==> config.mk <==
export PLATFORM = sky130hd
export DESIGN_NAME = instruction_fetch
export DESIGN_NICKNAME = d
export VERILOG_FILES = /design/src/rtl/fetch_pkg.sv /design/src/rtl/next_pc_sel.sv /design/src/rtl/instruction_fetch.sv
export SDC_FILE = /design/constraint.sdc
export NUM_CORES = 1
export LEC_CHECK = 0
export ABC_CLOCK_PERIOD_IN_PS = 5280
export CAP_MARGIN = 25
export CELL_PAD_IN_SITES_DETAIL_PLACEMENT = 1
export CELL_PAD_IN_SITES_GLOBAL_PLACEMENT = 1
export CORE_ASPECT_RATIO = 0.9
export CORE_MARGIN = 2
export CORE_UTILIZATION = 30
export DETAILED_ROUTE_END_ITERATION = 7
export GPL_TIMING_DRIVEN = 0
export PLACE_DENSITY = 0.89
export SYNTH_ARGS = -nofsm -noshare
export SYNTH_HDL_FRONTEND = slang
export SYNTH_SLANG_ARGS = --single-unit
==> constraint.sdc <==
create_clock -name clock -period 5.28 [get_ports clock]
set_input_delay 1.056 -clock clock [delete_from_list [all_inputs] [get_ports clock]]
set_output_delay 1.056 -clock clock [all_outputs]
set_load 0.03 [all_outputs]
Run 1, drive-strength map:
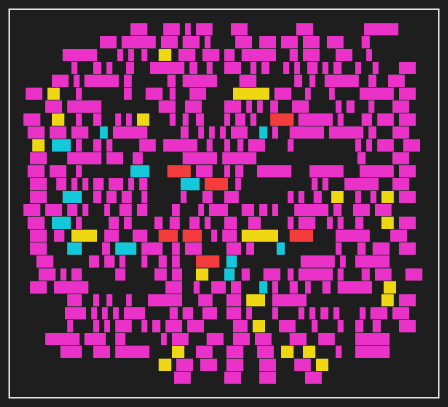
- _2 cells: cyan (cells 13)
- _0 and _1 cells: magenta (cells 330)
- _3 and _4 cells: yellow (cells 21)
- _6 and larger: red (cells 7)
Plain + repair buffers: 133
Layout area overhead: 60.3%
design area: 3210 sq um
final setup margin: 532 ps

Run 1, cell classes on the final placement:
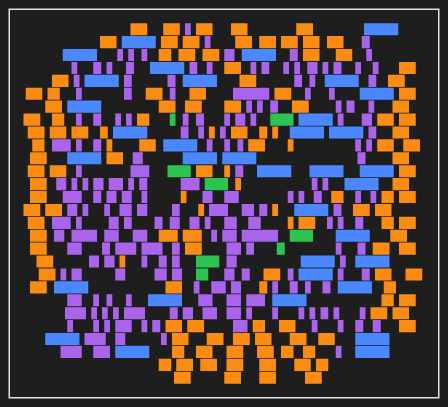
- remaining buffers and delay cells: orange (cells 133; share of their area 39%)
- combinational and other logic: purple (cells 195; share of their area 36%)
- sequential cells: blue (cells 35; share of their area 23%)
- clock drivers and dummy loads: green (cells 8; share of their area 2.7%)
Seq/total area: 21.8%
Core Area: 6520 sq um
Finished Core Util: 49.3%

Run 1, cell area per tile:
The die is cut into 9 by 8 equal tiles; black is low, pale yellow is high, 0 to 100% covered.
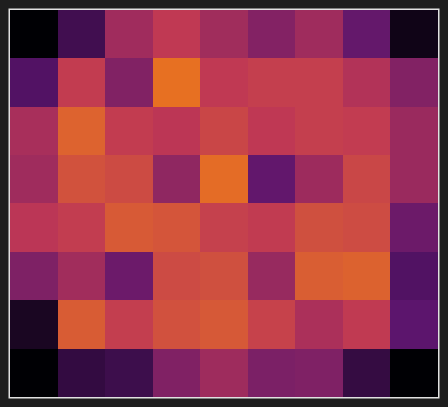
- emptiest ninth of the die: bottom left
- mean over tiles: 42%
- fullest tile: 67%
- nearly empty tiles: 4.2%
fp_density: 30.8%

Run 1, register map, names as in the netlist:
Other sequential cells in the stronger gray, the rest of the logic in the fainter gray.
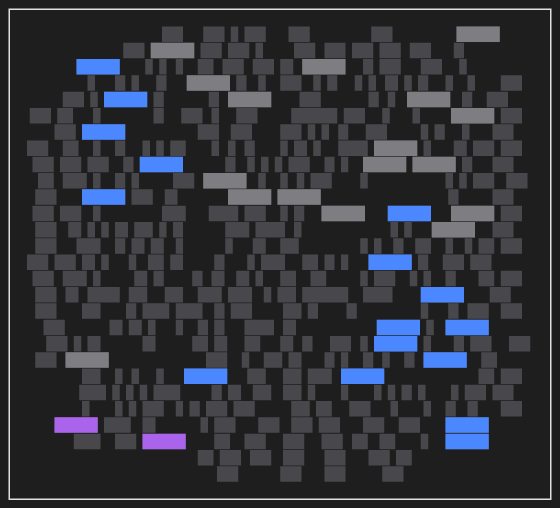
- instr_pc: blue (sequential cells 16)
- state_q: purple (sequential cells 2)
P_seq: 0.325 mW
Flop area: 701 sq um

==> flow_summary.toml, run 1 <==
# generated from flow reports
[global_routing]
grt_pass1_wl_um = 11000
antenna_found_initial = 0
grt_max_degree = 12

[synth]
fp_nets = 303
syn_avg_cell_area_sq_um = 7.66
ys_seq_share_pct = 34.9
synth_cells = 262
syn-cell-area_sq_um = 2010
ys_types = 39
edf_count = 0
ys_area_sq_um = 2010

[cts]
ctsLongestPathBuffers = 2
path_clk_slew_ps = 80
htreeDepth = 2
cts_tree = "done"
cts.sinks = 35
cts_made_buffers = 5

[drt]
vias_per_cell = 4.91
vias = 2264
antenna_left = 0
firstDrtPassIters = 4
drcViolationCount = 0

[worst_setup_path]
worstPathRequired_ps = 4220
end_kind = "output pin"
path_cells = "clkdlybuf4s50_1 > nor2b_2 > nand3_1 > clkbuf_1 > o41ai_1 > clkdlybuf4s50_1"
reg2reg_slack_ps = 3480
cp_slowest_cell = "clkdlybuf4s50_1"
cp_common_cell = "clkdlybuf4s50_1"

[finish]
inverters = 4
comb_share_pct = 33.9
clock_cell_area_share_pct = 2.65
layout.nets = 411
lay_top_cells = "clkdlybuf4s50_1, nand2_1, nand3_1"
clkbuf_count = 6
antennaDiodeCount = 0
logic_area_sq_um = 1090
final_cells = 461

[placement]
finalWeightedCongestion = 0.775
hpwl_um = 5410

[final_timing]
fmax_ghz = 0.211
period_used_pct = 89.9
relSlewSlack_pct = 64.1
setup-tns-final_ps = 0
period_needed_ps = 4750

[worst_hold_path]
hold_depth = 2

[pwr]
intPower_mw = 0.552
p_sw_share_pct = 38.4
seqPwrFrac_pct = 36.3

[floorplan]
ioPinCount = 102
rows = 28
chipArea_sq_um = 7360
tapCellCount = 90

[run_status]
status = "finished clean"
-- run 1: through the flow --
step                      setup WS [ps]  instance area (sq um)  hold slack [ps]  total power, mW
final                               532                   3210              457            0.897
after global routing                427                   3210              486            0.946
after CTS                           560                   3210              459            0.908
after detailed placement            555                   3130              449            0.711
after global placement              574                   3130              442            0.696
after floorplan                    1500                   2010              455            0.541
-- run 1: power by group through the flow --
stage,combinational (mW),clock (mW),sequential (mW)
6_report,0.377,0.195,0.325
5_1_grt,0.403,0.213,0.330
4_1_cts,0.381,0.201,0.326
3_5_place_dp,0.379,0,0.332
3_3_place_gp,0.367,0,0.329
2_1_floorplan,0.148,0,0.393
-- run 1: routing by layer --
layer,track usage (%),vias to the layer above,wire length (um)
met1,22.2,1085,3180
met5,0,-,0
met4,4.77,0,85
li1,-,1108,-
met2,33.4,62,3350
met3,4.40,9,359
-- run 1: synth_stat cells, drive strengths merged (2+ instances only) --
master  number  share of area [%]
or2          2               0.62
nor4b        2               0.87
o311ai       4                1.7
buf         21                7.9
ha           5                3.1
nor4         5                2.3
and3         2               0.62
o21ai        3               0.75
inv          4               0.75
or4          2               0.75
clkbuf      11                2.1
o41ai        5                2.2
a21oi        6                1.5
mux2         7                4.1
nand4        8                3.6
nor2         9                1.7
dfxtp       35                 35
or3          2               0.62
and4         2                1.0
nand2       74                 14
nand3       36                9.0
mux2i        2                1.0
nor2b        8                2.6
-- run 1: cell families (layout without fill, tap and decap cells) --
family	count (synthesis)	after routing	synth area share, %
adders and majority gates	5	5	3.12
DFF	35	35	34.9
muxes	9	9	5.11
AOI/OAI and AO/OA	21	21	7.30
buffers and inverters	36	145	10.7
and+or+nand+nor	156	156	38.9
==> run 2, diff against run 1 <==
--- a/config.mk
+++ b/config.mk
@@ -5,16 +5,18 @@
 export SDC_FILE = /design/constraint.sdc
 export NUM_CORES = 1
 export LEC_CHECK = 0
-export ABC_CLOCK_PERIOD_IN_PS = 5280
+export ABC_CLOCK_PERIOD_IN_PS = 5000
 export CAP_MARGIN = 25
 export CELL_PAD_IN_SITES_DETAIL_PLACEMENT = 1
 export CELL_PAD_IN_SITES_GLOBAL_PLACEMENT = 1
 export CORE_ASPECT_RATIO = 0.9
 export CORE_MARGIN = 2
-export CORE_UTILIZATION = 30
+export CORE_UTILIZATION = 28
+export CTS_BUF_LIST = sky130_fd_sc_hd__clkbuf_8
 export DETAILED_ROUTE_END_ITERATION = 7
 export GPL_TIMING_DRIVEN = 0
-export PLACE_DENSITY = 0.89
+export MAX_ROUTING_LAYER = met4
+export PLACE_DENSITY = 0.84
 export SYNTH_ARGS = -nofsm -noshare
 export SYNTH_HDL_FRONTEND = slang
 export SYNTH_SLANG_ARGS = --single-unit
==> constraint.sdc (replaced) <==
create_clock -name clock -period 5 [get_ports clock]
set_input_delay 1 -clock clock [delete_from_list [all_inputs] [get_ports clock]]
set_output_delay 1 -clock clock [all_outputs]
set_load 0.03 [all_outputs]
==> flow_summary.toml, run 2 <==
# generated from flow reports
[run_status]
status = "finished clean"

[global_routing]
met3_usage_pct = 2.69
grtUsageMet2_pct = 32.2
top_usage_layer = "met2"
grt_pass1_wl_um = 11500
antenna_found_initial = 0
grt_max_degree = 12

[cts]
cts.sinks = 35
path_clk_slew_ps = 70
htreeDepth = 2
cts_made_buffers = 5

[floorplan]
rows = 29
chipArea_sq_um = 7860
ioPinCount = 102

[finish]
final_cells = 464
layout.nets = 411
synthToLayoutAreaGrowth_pct = 61.4
antennaDiodeCount = 0

[placement]
finalWeightedCongestion = 0.771
hpwl_um = 5490

[final_timing]
relSlewSlack_pct = 64.6
fin_hold_ws_ps = 458
period_used_pct = 92.5

[drt]
drcViolationCount = 0
vias = 2276
firstDrtPassIters = 4
vias_per_cell = 4.91
antenna_left = 0

[synth]
fp_nets = 303
synth_cells = 262
top_cells_by_count = "nand2_1, nand3_1, dfxtp_1, buf_4, clkbuf_1"
syn-cell-area_sq_um = 2010
synth.top_cell.area_share_pct = 34.9
synth_area_leader_cell = "dfxtp_1"
ys_seq_share_pct = 34.9
syn_avg_cell_area_sq_um = 7.66
area_leaders = "dfxtp_1, nand2_1, nand3_1"
ys_area_sq_um = 2010

[worst_setup_path]
cp_common_cell = "clkdlybuf4s50_1"
worstPathRequired_ps = 4000
reg2reg_slack_ps = 3220
path_cells = "clkdlybuf4s50_1 > ha_1 > nand4_2 > or4_1 > a21oi_1 > clkdlybuf4s50_1"

[pwr]
intPower_mw = 0.611
seqPwrFrac_pct = 35.2
## run 2: cell types whose count changed in the layout (fill, tap and decap cells not counted), sizes merged
cell,previous run,this run
clkinv,1,0
clkbuf,17,18
## run 2: area by class of cell
type	count	area [sq um]	share of cell area, %
flip-flops and latches	35	701	21.6
clock inverters	1	7.51	0.232
clock buffers	7	96.3	2.98
multi-input cells	191	1090	33.7
repair buffers	101	1010	31.2
inverters	4	15.0	0.464
plain buffers	32	199	6.15
well taps	93	116	3.59
## run 2: per-layer routing
metal	routed length [um]	share of wire, %
met5	0	0
met1	3150	44
met3	260	3.7
met2	3580	50
met4	123	1.7
## run 2: cells by family after synthesis
| logic type | share of synthesized area [%] |
|---|---|
| AOI/OAI and AO/OA | 7.30 |
| DFF | 34.9 |
| and+or+nand+nor | 38.9 |
| adders and majority gates | 3.12 |
| muxes | 5.11 |
| buffers and inverters | 10.7 |
## run 2: power groups by stage
stage | Clock (mW) | Combinational (mW) | Sequential (mW)
final | 0.237 | 0.398 | 0.344
after global routing | 0.261 | 0.428 | 0.349
after CTS | 0.244 | 0.403 | 0.345
after detailed placement | 0 | 0.401 | 0.351
after global placement | 0 | 0.389 | 0.348
after floorplan | 0 | 0.156 | 0.415
## run 2: worst min-delay path, stage by stage (launching register included)
cell and delay (ps):
dfxtp_1 320, nand3_1 60, nand2_1 40
## run 2: stage by stage
| stage | setup WS, ps | cell area (sq um) |
|---|---|---|
| global placement | 393 | 3130 |
| floorplan | 1330 | 2010 |
| detailed placement | 407 | 3130 |
| finish | 374 | 3240 |
| global route | 246 | 3240 |
| CTS | 404 | 3240 |
Run 2, register map, names as in the netlist:
Other sequential cells in the stronger gray, the rest of the logic in the fainter gray.
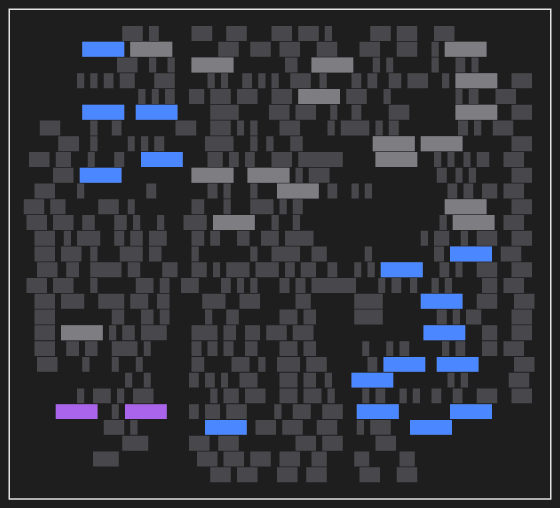
- state_q: purple (sequential cells 2)
- instr_pc: blue (sequential cells 16; where spread over the die)
P_seq: 0.344 mW
Finished Core Util: 46.2%
Seq/total area: 21.6%

Run 2, cell area per tile:
The die is cut into 9 by 8 equal tiles; black is low, pale yellow is high, 0 to 100% covered.
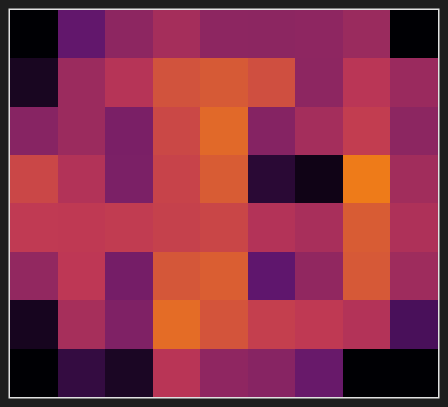
- mean over tiles: 40%
- nearly empty tiles: 6.9%
- fullest tile: 70%
Core Area: 7000 sq um
fp_density: 28.6%

No activity file was given, so power comes from the tool's default toggle rates.
